===== src/rtl/fifo_word_serializer_pkg.sv =====
// Shared definitions for the FIFO read-side word serializer.
// The FIFO and the serializer both take their word width from this package.
package fifo_word_serializer_pkg;

    localparam int DEFAULT_WIDTH = 32;
    localparam int DEFAULT_BYTES = 4;

    typedef enum logic [1:0] {
        IDLE = 2'd0,
        REQ  = 2'd1,
        WAIT = 2'd2,
        SEND = 2'd3
    } state_t;

endpackage


===== src/rtl/fifo_word_serializer_if.sv =====
// Serializer's two bundles: the FIFO pop side and the byte stream side.
// The master modport is the serializer; the slave is the FIFO plus the byte consumer.
interface fifo_word_serializer_if
    import fifo_word_serializer_pkg::*;
#(
    parameter int WIDTH = DEFAULT_WIDTH
) ();

    logic             fifo_empty;
    logic [WIDTH-1:0] fifo_data;
    logic             fifo_read;
    logic [7:0]       byte_out;
    logic             byte_valid;
    logic             byte_ready;

    modport master (
        input  fifo_empty, fifo_data, byte_ready,
        output fifo_read, byte_out, byte_valid
    );

    modport slave (
        output fifo_empty, fifo_data, byte_ready,
        input  fifo_read, byte_out, byte_valid
    );

endinterface


===== src/rtl/fifo_word_serializer_byte_shift_reg.sv =====
// Word holding register that presents one byte at a time and tracks which byte is out.
// Shifting moves the next byte toward whichever end MSB_FIRST selects as the output.
module byte_shift_reg #(
    parameter int WIDTH     = 32,
    parameter int BYTES     = 4,
    parameter bit MSB_FIRST = 1'b0
) (
    input  logic             clock,
    input  logic             reset_n,
    input  logic             load,
    input  logic             shift,
    input  logic [WIDTH-1:0] data,
    output logic [7:0]       byte_out,
    output logic             last
);

    localparam int IDX_W = (BYTES > 1) ? $clog2(BYTES) : 1;

    logic [WIDTH-1:0] sreg;
    logic [IDX_W-1:0] index;

    // The caller never shifts on the last byte, so index stays within 0..BYTES-1.
    always_ff @(posedge clock or negedge reset_n) begin
        if (!reset_n) begin
            sreg  <= '0;
            index <= '0;
        end else if (load) begin
            sreg  <= data;
            index <= '0;
        end else if (shift) begin
            sreg  <= MSB_FIRST ? (sreg << 8) : (sreg >> 8);
            index <= index + IDX_W'(1);
        end
    end

    assign byte_out = MSB_FIRST ? sreg[WIDTH-1 -: 8] : sreg[7:0];
    assign last     = (index == IDX_W'(BYTES - 1));

endmodule


===== src/rtl/fifo_word_serializer.sv =====
// Pops 32-bit words from a synchronous FIFO and streams each one out as bytes.
// Also counts words whose final byte was accepted by the consumer.
module fifo_word_serializer
    import fifo_word_serializer_pkg::*;
#(
    parameter int WIDTH     = DEFAULT_WIDTH,
    parameter int BYTES     = DEFAULT_BYTES,
    parameter bit MSB_FIRST = 1'b0,
    parameter int CNT_W     = 16
) (
    input  logic                  clock,
    input  logic                  reset_n,
    input  logic                  enable,
    fifo_word_serializer_if.master bus,
    output logic                  busy,
    output logic [CNT_W-1:0]      words_sent
);

    state_t     state;
    state_t     state_next;
    logic       handshake;
    logic       last_byte;
    logic       load;
    logic       shift;
    logic       can_pop;
    logic [7:0] shift_byte;

    always_ff @(posedge clock or negedge reset_n) begin
        if (!reset_n) begin
            state <= IDLE;
        end else begin
            state <= state_next;
        end
    end

    // Enable only matters at word boundaries, so a word in flight always finishes.
    always_comb begin
        state_next = state;
        case (state)
            IDLE: if (can_pop) state_next = REQ;
            REQ:  state_next = WAIT;
            WAIT: state_next = SEND;
            SEND: if (handshake && last_byte) state_next = can_pop ? REQ : IDLE;
            default: state_next = IDLE;
        endcase
    end

    assign can_pop        = enable && !bus.fifo_empty;
    assign handshake      = (state == SEND) && bus.byte_ready;
    assign load           = (state == WAIT);
    assign shift          = handshake && !last_byte;
    assign bus.fifo_read  = (state == REQ);
    assign bus.byte_valid = (state == SEND);
    assign bus.byte_out   = shift_byte;
    assign busy           = (state != IDLE);

    always_ff @(posedge clock or negedge reset_n) begin
        if (!reset_n) begin
            words_sent <= '0;
        end else if (handshake && last_byte) begin
            words_sent <= words_sent + CNT_W'(1);
        end
    end

    byte_shift_reg #(
        .WIDTH     (WIDTH),
        .BYTES     (BYTES),
        .MSB_FIRST (MSB_FIRST)
    ) u_shift (
        .clock    (clock),
        .reset_n  (reset_n),
        .load     (load),
        .shift    (shift),
        .data     (bus.fifo_data),
        .byte_out (shift_byte),
        .last     (last_byte)
    );

endmodule


===== src/flat_wrapper.sv =====
// flat-port wrapper written by rule: the top's interface ports become plain ports
module fifo_word_serializer_flat import fifo_word_serializer_pkg::*;
#(
    parameter int WIDTH     = DEFAULT_WIDTH,
    parameter int BYTES     = DEFAULT_BYTES,
    parameter bit MSB_FIRST = 1'b0,
    parameter int CNT_W     = 16
)
  (clock, reset_n, enable, busy, words_sent, bus_fifo_empty, bus_fifo_data, bus_byte_ready, bus_fifo_read, bus_byte_out, bus_byte_valid);
  fifo_word_serializer_if #(.WIDTH(WIDTH)) bus_i ();
  input  logic clock;
  input  logic reset_n;
  input  logic enable;
  output logic busy;
  output logic [CNT_W-1:0] words_sent;
  input wire logic [$bits(bus_i.fifo_empty)-1:0] bus_fifo_empty;
  input wire logic [$bits(bus_i.fifo_data)-1:0] bus_fifo_data;
  input wire logic [$bits(bus_i.byte_ready)-1:0] bus_byte_ready;
  output wire logic [$bits(bus_i.fifo_read)-1:0] bus_fifo_read;
  output wire logic [$bits(bus_i.byte_out)-1:0] bus_byte_out;
  output wire logic [$bits(bus_i.byte_valid)-1:0] bus_byte_valid;
  assign bus_i.fifo_empty = bus_fifo_empty;
  assign bus_i.fifo_data = bus_fifo_data;
  assign bus_i.byte_ready = bus_byte_ready;
  assign bus_fifo_read = bus_i.fifo_read;
  assign bus_byte_out = bus_i.byte_out;
  assign bus_byte_valid = bus_i.byte_valid;
  fifo_word_serializer #(.WIDTH(WIDTH), .BYTES(BYTES), .MSB_FIRST(MSB_FIRST), .CNT_W(CNT_W)) u_core (.clock(clock), .reset_n(reset_n), .enable(enable), .bus(bus_i), .busy(busy), .words_sent(words_sent));
endmodule

===== config.mk =====
export PLATFORM = sky130hd
export DESIGN_NAME = fifo_word_serializer_flat
export DESIGN_NICKNAME = d
export VERILOG_FILES = /design/src/rtl/fifo_word_serializer_pkg.sv /design/src/rtl/fifo_word_serializer_if.sv /design/src/rtl/fifo_word_serializer_byte_shift_reg.sv /design/src/rtl/fifo_word_serializer.sv /design/src/flat_wrapper.sv
export SDC_FILE = /design/constraint.sdc
export NUM_CORES = 1
export LEC_CHECK = 0
export CORE_MARGIN = 1.5
export CORE_UTILIZATION = 45
export DETAILED_ROUTE_END_ITERATION = 10
export DONT_BUFFER_PORTS = 1
export MAX_ROUTING_LAYER = met4
export PLACE_DENSITY_LB_ADDON = 0.15
export SYNTH_ARGS = -nofsm -noshare
export SYNTH_HDL_FRONTEND = slang
export SYNTH_SLANG_ARGS = --single-unit
export TNS_END_PERCENT = 1

===== constraint.sdc =====
create_clock -name clock -period 2.2 [get_ports clock]
set_input_delay 0.44 -clock clock [delete_from_list [all_inputs] [get_ports clock]]
set_output_delay 0.44 -clock clock [all_outputs]
set_load 0.1 [all_outputs]

final_clocks.png
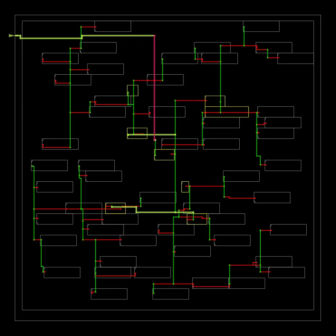
Power Clock: 647 µW
number of sinks handled by clock tree synthesis: 52
cts bufs inserted: 5
Final Skew: 0.00598 ns

registers.png
Scale bar: 20 µm.
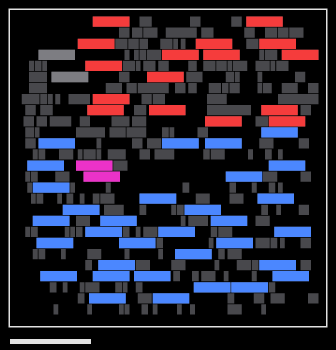
| signal | colour | flops |
|---|---|---|
| u_core.u_shift.sreg | blue | 32 |
| u_core.words_sent | red | 16 |
| u_core.u_shift.index | magenta | 2 |
sequential share of cell area: 0.455
Reg area: 1300 µm²
share of the core filled with cells in the final layout: 0.526

clock_map.png
Scale bar: 20 µm.
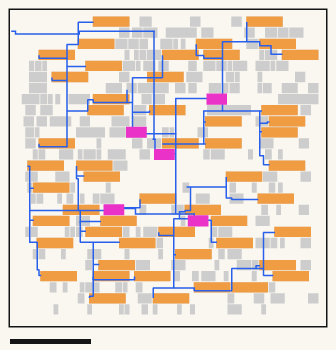
[cells driving clock nets] magenta | count: 5
[flip-flops] orange | count: 52
[clock wires] blue | length: 612 µm
flops lie: spread over the die
clock power share: 0.159
clock latency at the later pin of the worst-skew pair: 0.30 ns

zoom.png
Region (43, 4) to (73, 34) µm. Cells in grey, sequential cells in the stronger grey; small squares are vias.
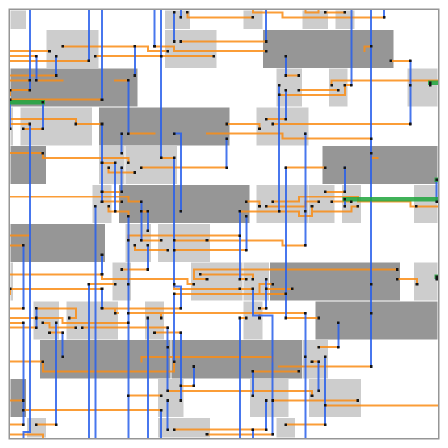
| layer | colour |
|---|---|
| met1 | orange |
| met2 | blue |
| met3 | green |
most frequent: mux2i_1 (10), dfrtp_1 (10)
cells with their middle in the window: 41
sequential cells in the window: 10
netlist names of flops here include: u_core.u_shift.sreg (10)

drive_strength.png
Scale bar: 20 µm.
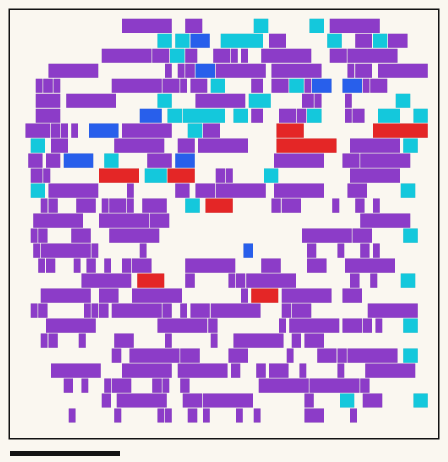
| size | colour | cells | share |
|---|---|---|---|
| drive 3 to 4 | cyan | 34 | 13% |
| drive 1 or less | purple | 204 | 80% |
| drive 6 and up | red | 8 | 3.1% |
| drive 2 | blue | 9 | 3.5% |
Layout Area Growth over Synthesis: 14.1%
count of plain and timing-repair buffers in the layout: 31
post-route cell area: 2860 µm²

==> results.txt <==
Flow results are below.

- The count of antenna-violating nets left after detailed routing is 0, for reference.
- The synthesized instance count is 235, for reference.
- The number of top-level pins is 64, for reference.
- The most common logic cell in the final layout is sky130_fd_sc_hd__dfrtp_1.
- The share of the Yosys chip area taken by registers is 0.519.
- The slowest stage of the critical path belongs to the cell sky130_fd_sc_hd__dfrtp_1.
- The number of vias after detailed routing is 1624, for reference.
- The full die area is 6030 µm², for reference.
- In this run the cell area of the synthesized design comes to 2510 µm².
- By area the synthesized netlist is led by sky130_fd_sc_hd__dfrtp_1, sky130_fd_sc_hd__mux2i_1, sky130_fd_sc_hd__nand2_1.
- The number of buffers inserted by port buffering is 0, for reference.
- Per the post-run analysis, buffers plus inverters along the critical path come to 3.
- The clock period minus final worst setup slack is 1.81 ns, for reference.
- The run finished with clean final reports.
- For the final routed database, the setup TNS stands at 0 ns.
- The chip height is 77.7 µm, for reference.
- The transition time at the pin with the least slew margin is 0.508 ns, for reference.
- The first global-routing pass estimated 7.53 mm of wire.
- The final report lists the setup-violating endpoint count as 0.
- The synthesized area per cell is 10.7 µm², for reference.
- The timing report gives the clock slew at the launch and capture registers of the worst setup and hold paths as 0.09 ns.
- After synthesis, the chip area reported by Yosys is 2510 µm².
- Dividing total power by cell area gives a power density of 1430 nW/µm².
- Entering global routing, the biggest net connects 67 pins.
- The antenna diode instance count is 0, for reference.
- The number of violations of the max-capacitance limit is 0, for reference.
- The overall die width is 77.7 µm, for reference.
- The worst-case IR drop observed on VDD is 922 µV.
- The layout summary lists the proportion of cells stronger than drive strength 1 as 0.200.
- The primary flip-flop cell chosen by synthesis mapping is sky130_fd_sc_hd__dfrtp_1, for reference.
- After synthesis, the share of flip-flops with an asynchronous set or reset is 1.00.
- The unique cell type count in the Yosys netlist is 29, for reference.
- In the final report, the number of hold violations comes to 0.
- STA classifies the critical path startpoint as a flop.
- The total global routing overflow is 0, for reference.
- The CTS tree is yes, for reference.
- The clock passes through at most 2 buffers.
- Per STA, the library cell used most along the worst path is sky130_fd_sc_hd__inv_1.
- The share of the core filled by cells before placement is 0.461, for reference.
- The number of global-route vias before repair is 1584, for reference.
- Post-CTS repair ended up resizing 0 cells.
- The largest driver fanout on the critical path is 4, for reference.
- The starting DRC count in detailed routing is 98, for reference.
- The final wirelength is 4.43 mm, for reference.
- The area share of the leading cell type in the synthesized netlist is 0.519, for reference.
- Walking the worst path, the cells encountered are inv_1 > ha_1 > inv_1 > buf_4.
- The script extracted a total leakage power of 0.00147 µW.
- The detailed placer reported the number of placed instances as 317.
- Data on the critical path arrives at its endpoint at 1.37 ns.
- STA classifies the critical path endpoint as an output pin.
- The path class of the lowest-slack min-delay path is primary input to flop, for reference.
- Per the detail_route report, vias per standard cell equal 4.97.
- The half-perimeter wire length of the detailed placement result is 2.96 mm, for reference.
- The number of synthesized register bits is 52, for reference.
- The remaining routing DRC violations is 0, for reference.
- For this design, Yosys synthesis ends with a cell count of 235.
- At floorplan, the net count of the design was reported as 279.
- In the final report, the number of pins over their slew limit comes to 0.
- The number of antenna violations at the first check in global routing is 0.
- Among all stages on the critical path, the maximum delay recorded is 0.42 ns.
- The flow reports an fmax of 554 MHz.
- Leaving out filler cells and counting taps, the final layout contains 327.
- The critical path is of the flop to output pin type.
- The final weighted congestion in routability-driven placement is 0.742, for reference.
- According to the floorplan log, the row count is 27.
- The tightest slew margin relative to the limit is 0.661, for reference.
- In this run, synthesis inferred 0 flip-flops with an integrated enable.
- The number of iterations in the first detailed-routing pass is 4, for reference.
- The warning tally printed by Yosys for this design is 0.
- The final routed wire length divided by cell count is 13.5 µm, for reference.
- The fraction of the cycle the final worst path needs is 0.821, for reference.
- By instance count after routing, the leading logic cell types are sky130_fd_sc_hd__dfrtp_1, sky130_fd_sc_hd__nand2_1, sky130_fd_sc_hd__o21ai_0, sky130_fd_sc_hd__buf_4, sky130_fd_sc_hd__mux2i_1.
- On the critical path the largest part of the delay comes from buffers and inverters.
- The clock tree synthesis step divided the H-tree into 2 levels.
- Setup repair after global routing left no endpoint under its margin.
- The region available for standard cell placement spans 5440 µm².
- Clock tree synthesis selected as its root buffer the cell sky130_fd_sc_hd__clkbuf_8.
- The most area-hungry cell type in the Yosys netlist is sky130_fd_sc_hd__dfrtp_1, for reference.
- The net total in the final layout is 298, for reference.
- The area of placed instances is 2710 µm², for reference.
- The worst path required time is 1.76 ns, for reference.
- Overall routing resource usage recorded by global route was 0.163.
- The logs give a warning total of 30.
-- per-stage QoR --
| stage | worst slack (ns) | power, µW | hold WS [ns] |
|---|---|---|---|
| floorplan | 0.125 | 3180 | 0.144 |
| global route | 0.288 | 4370 | 0.236 |
| detailed placement | 0.576 | 3450 | 0.145 |
| global placement | 0.582 | 3420 | 0.145 |
| CTS | 0.368 | 4140 | 0.244 |
| finish | 0.395 | 4080 | 0.256 |
-- where the power goes --
| group | internal (µW) | switching [µW] | total, µW |
|---|---|---|---|
| registers | 1280 | 178 | 1460 |
| clock network | 337 | 310 | 647 |
| logic | 535 | 1440 | 1970 |
-- final cells by class --
cell class / instances / area [µm²]
clock inverter: 3 / 42.5
fill: 498 / 2580
multi-input combinational: 158 / 1070
clock buffer: 5 / 68.8
sequential: 52 / 1300
inverter: 6 / 22.5
timing repair buffer: 31 / 268
tap: 72 / 90.1
-- metal layers --
metal / vias up / part of all wire / wire (µm) / GRT usage
met4: 0 / 0.0059 / 26 / 0.0491
met2: 40 / 0.44 / 1950 / 0.230
met1: 762 / 0.50 / 2190 / 0.223
li1: 820 / - / - / -
met3: 2 / 0.059 / 262 / 0.0529
met5: - / 0 / 0 / -
-- cell families (layout without fill, tap and decap cells) --
family	Yosys count	in the layout	share of synthesized area
multiplexers	26	26	0.104
adder cells (fa/ha/maj)	7	7	0.0349
flip-flops	52	52	0.519
AND-OR/OR-AND	36	36	0.0743
XOR/XNOR	16	16	0.0559
AND/OR/NAND/NOR	73	73	0.155
buffers and inverters	25	45	0.0574
-- path summary, 6_finish.rpt --
check,depth (start not counted),slack [ns],start,to
max in group asynchronous,2,1.32,reset_n,u_core.words_sent[1]
hold reg to reg,1,0.47,u_core.words_sent[15],u_core.words_sent[15]
min in group asynchronous,2,0.66,reset_n,u_core.words_sent[5]
setup / recovery,4,0.39,u_core.state[1],busy
hold / removal,2,0.26,bus_fifo_data[16],u_core.u_shift.sreg[16]
setup reg to reg,5,0.57,u_core.state[1],u_core.u_shift.sreg[16]
-- registers in the layout, indices dropped and copies added (netlist names) --
register              count
u_core.u_shift.index      2
u_core.u_shift.sreg      32
u_core.state              2
u_core.words_sent        16
-- cell usage after synthesis (2+ instances only) --
master                     instances
sky130_fd_sc_hd__dfrtp_1          52
sky130_fd_sc_hd__nand2_1          47
sky130_fd_sc_hd__o21ai_0          34
sky130_fd_sc_hd__mux2i_1          25
sky130_fd_sc_hd__xor2_1           10
sky130_fd_sc_hd__buf_4             9
sky130_fd_sc_hd__clkbuf_1          7
sky130_fd_sc_hd__ha_1              7
sky130_fd_sc_hd__inv_1             6
sky130_fd_sc_hd__nor2_1            6
sky130_fd_sc_hd__xnor2_1           6
sky130_fd_sc_hd__nor3_2            4
sky130_fd_sc_hd__nand4_1           3
sky130_fd_sc_hd__buf_6             2
sky130_fd_sc_hd__nand3_1           2
sky130_fd_sc_hd__nand3b_1          2
-- repair_timing --
action | CTS | global route
setup buffers | 0 | 0
hold buffers | 2 | 0
endpoints found under the hold margin | 52 | 0
Power is estimated from default activity; no workload was simulated.
